<file path="config.mk">
export PLATFORM = sky130hd
export DESIGN_NAME = scc_mem_arbiter
export DESIGN_NICKNAME = d
export VERILOG_FILES = /design/src/rtl/scc_mem_arbiter.sv
export SDC_FILE = /design/constraint.sdc
export NUM_CORES = 1
export LEC_CHECK = 0
export ABC_AREA = 1
export ABC_CLOCK_PERIOD_IN_PS = 3600
export CORE_ASPECT_RATIO = 0.9
export CORE_MARGIN = 3
export CORE_UTILIZATION = 40
export CTS_CLUSTER_SIZE = 12
export DETAILED_ROUTE_END_ITERATION = 10
export GPL_ROUTABILITY_DRIVEN = 0
export HOLD_SLACK_MARGIN = 0.12
export PLACE_DENSITY = 0.76
export SYNTH_ARGS = -nofsm -noshare
export SYNTH_HDL_FRONTEND = slang
export SYNTH_SLANG_ARGS = --single-unit
</file>
<file path="constraint.sdc">
create_clock -name clk -period 3.6 [get_ports clk]
set_input_delay 0.72 -clock clk [delete_from_list [all_inputs] [get_ports clk]]
set_output_delay 0.72 -clock clk [all_outputs]
set_load 0.03 [all_outputs]
</file>
<file path="src/rtl/scc_mem_arbiter.sv">
// scc_mem_arbiter: shares one memory port between instruction fetch and data
// access. Data wins over fetch, except that a pending fetch is forced through
// after FAIRNESS consecutive data grants. Each access is strobed until
// mem_ready or a TIMEOUT-cycle limit, then reported with a one-cycle valid.
module scc_mem_arbiter #(
   parameter int unsigned FAIRNESS = 4,
   parameter int unsigned TIMEOUT  = 255
) (
   input  logic        clk,
   input  logic        reset,
   input  logic        in_mem_en,
   input  logic [31:0] in_mem_addr,
   output logic [31:0] in_mem,
   output logic        in_mem_valid,
   input  logic        data_read,
   input  logic        data_write,
   input  logic [31:0] data_addr,
   input  logic [31:0] data_out,
   output logic [31:0] data_in,
   output logic        data_valid,
   output logic        bus_err,
   output logic [31:0] mem_addr,
   output logic [31:0] mem_wdata,
   output logic        mem_rd,
   output logic        mem_wr,
   input  logic [31:0] mem_rdata,
   input  logic        mem_ready
);

   typedef enum logic [1:0] {IDLE, FETCH, DATA, DONE} state_e;

   localparam logic [3:0] FAIR_MAX = 4'(FAIRNESS);
   // Last wait count before the strobe is abandoned: strobe lasts TIMEOUT cycles.
   localparam logic [7:0] WAIT_LAST = 8'(TIMEOUT - 1);

   state_e      state_q, state_d;
   logic [3:0]  fair_q, fair_d;
   logic [7:0]  wait_q, wait_d;
   logic [31:0] mem_addr_q, mem_addr_d;
   logic [31:0] mem_wdata_q, mem_wdata_d;
   logic        mem_rd_q, mem_rd_d;
   logic        mem_wr_q, mem_wr_d;
   logic [31:0] in_mem_q, in_mem_d;
   logic [31:0] data_in_q, data_in_d;
   logic        in_vld_q, in_vld_d;
   logic        d_vld_q, d_vld_d;
   logic        berr_q, berr_d;

   logic data_req;
   logic fetch_forced;

   assign data_req     = data_read | data_write;
   assign fetch_forced = in_mem_en && (fair_q == FAIR_MAX);

   // Next-state, grant and completion logic
   always_comb begin
      state_d     = state_q;
      fair_d      = fair_q;
      wait_d      = wait_q;
      mem_addr_d  = mem_addr_q;
      mem_wdata_d = mem_wdata_q;
      mem_rd_d    = mem_rd_q;
      mem_wr_d    = mem_wr_q;
      in_mem_d    = in_mem_q;
      data_in_d   = data_in_q;
      in_vld_d    = 1'b0;
      d_vld_d     = 1'b0;
      berr_d      = 1'b0;
      case (state_q)
         IDLE: begin
            if (!in_mem_en) fair_d = '0;
            if (data_req && !fetch_forced) begin
               state_d     = DATA;
               wait_d      = '0;
               mem_addr_d  = data_addr;
               mem_wdata_d = data_out;
               // A simultaneous read and write is treated as a write.
               mem_wr_d    = data_write;
               mem_rd_d    = !data_write;
               if (in_mem_en && (fair_q < FAIR_MAX)) fair_d = fair_q + 4'd1;
            end else if (in_mem_en) begin
               state_d    = FETCH;
               wait_d     = '0;
               mem_addr_d = in_mem_addr;
               mem_rd_d   = 1'b1;
               mem_wr_d   = 1'b0;
               fair_d     = '0;
            end
         end
         FETCH, DATA: begin
            if (mem_ready || (wait_q == WAIT_LAST)) begin
               state_d  = DONE;
               mem_rd_d = 1'b0;
               mem_wr_d = 1'b0;
               berr_d   = !mem_ready;
               if (state_q == FETCH) begin
                  in_vld_d = 1'b1;
                  if (mem_ready) in_mem_d = mem_rdata;
               end else begin
                  d_vld_d = 1'b1;
                  if (mem_ready && mem_rd_q) data_in_d = mem_rdata;
               end
            end else begin
               wait_d = wait_q + 8'd1;
            end
         end
         DONE: state_d = IDLE;
         default: state_d = IDLE;
      endcase
   end

   // State and output registers; reset abandons any in-flight access
   always_ff @(posedge clk or negedge reset) begin
      if (!reset) begin
         state_q     <= IDLE;
         fair_q      <= '0;
         wait_q      <= '0;
         mem_addr_q  <= '0;
         mem_wdata_q <= '0;
         mem_rd_q    <= 1'b0;
         mem_wr_q    <= 1'b0;
         in_mem_q    <= '0;
         data_in_q   <= '0;
         in_vld_q    <= 1'b0;
         d_vld_q     <= 1'b0;
         berr_q      <= 1'b0;
      end else begin
         state_q     <= state_d;
         fair_q      <= fair_d;
         wait_q      <= wait_d;
         mem_addr_q  <= mem_addr_d;
         mem_wdata_q <= mem_wdata_d;
         mem_rd_q    <= mem_rd_d;
         mem_wr_q    <= mem_wr_d;
         in_mem_q    <= in_mem_d;
         data_in_q   <= data_in_d;
         in_vld_q    <= in_vld_d;
         d_vld_q     <= d_vld_d;
         berr_q      <= berr_d;
      end
   end

   assign in_mem       = in_mem_q;
   assign in_mem_valid = in_vld_q;
   assign data_in      = data_in_q;
   assign data_valid   = d_vld_q;
   assign bus_err      = berr_q;
   assign mem_addr     = mem_addr_q;
   assign mem_wdata    = mem_wdata_q;
   assign mem_rd       = mem_rd_q;
   assign mem_wr       = mem_wr_q;

endmodule

</file>
Figure 1. Clock network drawn from the DEF.
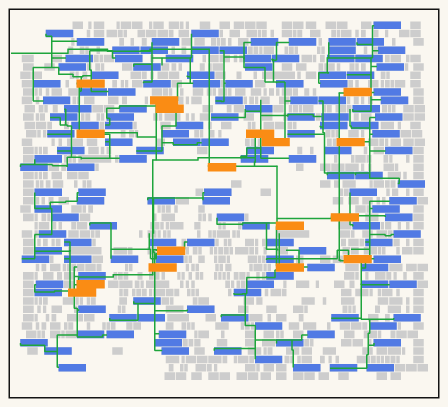
- flip-flops: blue (count 147)
- clock-net drivers: orange (count 17)
- clock wires: green (length 1830 um)
- routed clock nets: 18

==> results.py <==
# Synthesis and PnR figures
metrics = {
    "synthesis": {
        "synth.most_common_cell": "nand2_1",
        "ys.flops": 147,
        "yosys_warnings": 0,
        "ys_chip_area_um2": 6397,
        "postSynthCellCount": 699,
    },
    "placed_design": {
        "port_buffers": 266,
        "placed_cell_area_um2": 9193,
    },
    "finish": {
        "fin_area_um2": 9824,
        "drive_gt1_share_pct": 8.359,
        "layout_top_cells": "265 x clkdlybuf4s50_1, 215 x nand2_1, 147 x dfrtp_1",
        "bufAreaShareNonClock_pct": 27.93,
        "fillCellCount": 1309,
        "layout.area.comb_um2": 2311,
        "synthToLayoutAreaGrowth_pct": 53.57,
        "clkCellAreaFrac_pct": 6.431,
    },
    "routing": {
        "via_count": 5679,
        "drtPass1Iterations": 4,
        "drtIter0Drc": 296,
        "ant_nets": 0,
        "dr_wl_met3_um": 1842,
        "wl_met1_um": 7560,
    },
    "setup_path": {
        "endpoint_kind": "output port",
        "regToRegSetupSlack_ns": 1.67,
        "critPathKind": "reg -> out",
        "crit_fanout": 3,
        "crit_arrival_ns": 1.50,
        "worstRegToRegCells": 7,
        "cp.required_ns": 2.88,
        "start_kind": "flip-flop",
    },
    "cts": {
        "clockBufferDepth": 2,
        "cts_tree": "built",
    },
    "pwr": {
        "power_clock_mw": 1.88,
        "finalPower_mw": 9.369,
        "ir_worst_vdd_v": 0.0005990,
    },
    "timing": {
        "worst_slack_ns": 1.378,
        "slew_headroom_pct": 33.06,
        "timing_worst_slew_pin_value_ns": 1.001,
        "rsz0062_at_grt": "no",
        "hold_viol": 0,
    },
    "global_routing": {
        "busiest_layer": "met2",
        "grt_pass1_wl_um": 28980,
        "use_met2_pct": 31.38,
        "grt_start_max_net_pins": 84,
    },
    "floorplanning": {
        "design.core.area_um2": 15550,
        "ioPinCount": 267,
    },
    "flow_run": {
        "max_cap_violations": 0,
    },
    "outcome": {
        "status": "complete, no violations",
    },
}
Figure 2. Routing congestion map.
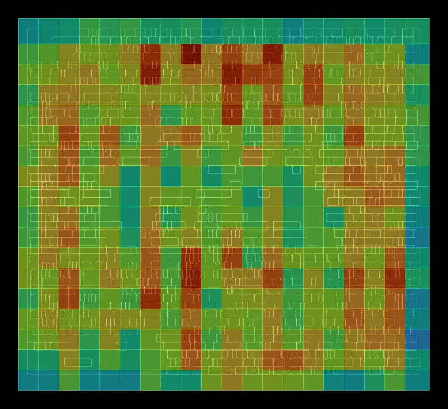
Core Util, Final: 63.19%
GR Util met1: 26.31%
GRT Util Overall: 20.35%
grt met3 use: 6.986%

Power figures rest on the tool's default switching activity, not on a simulated workload.
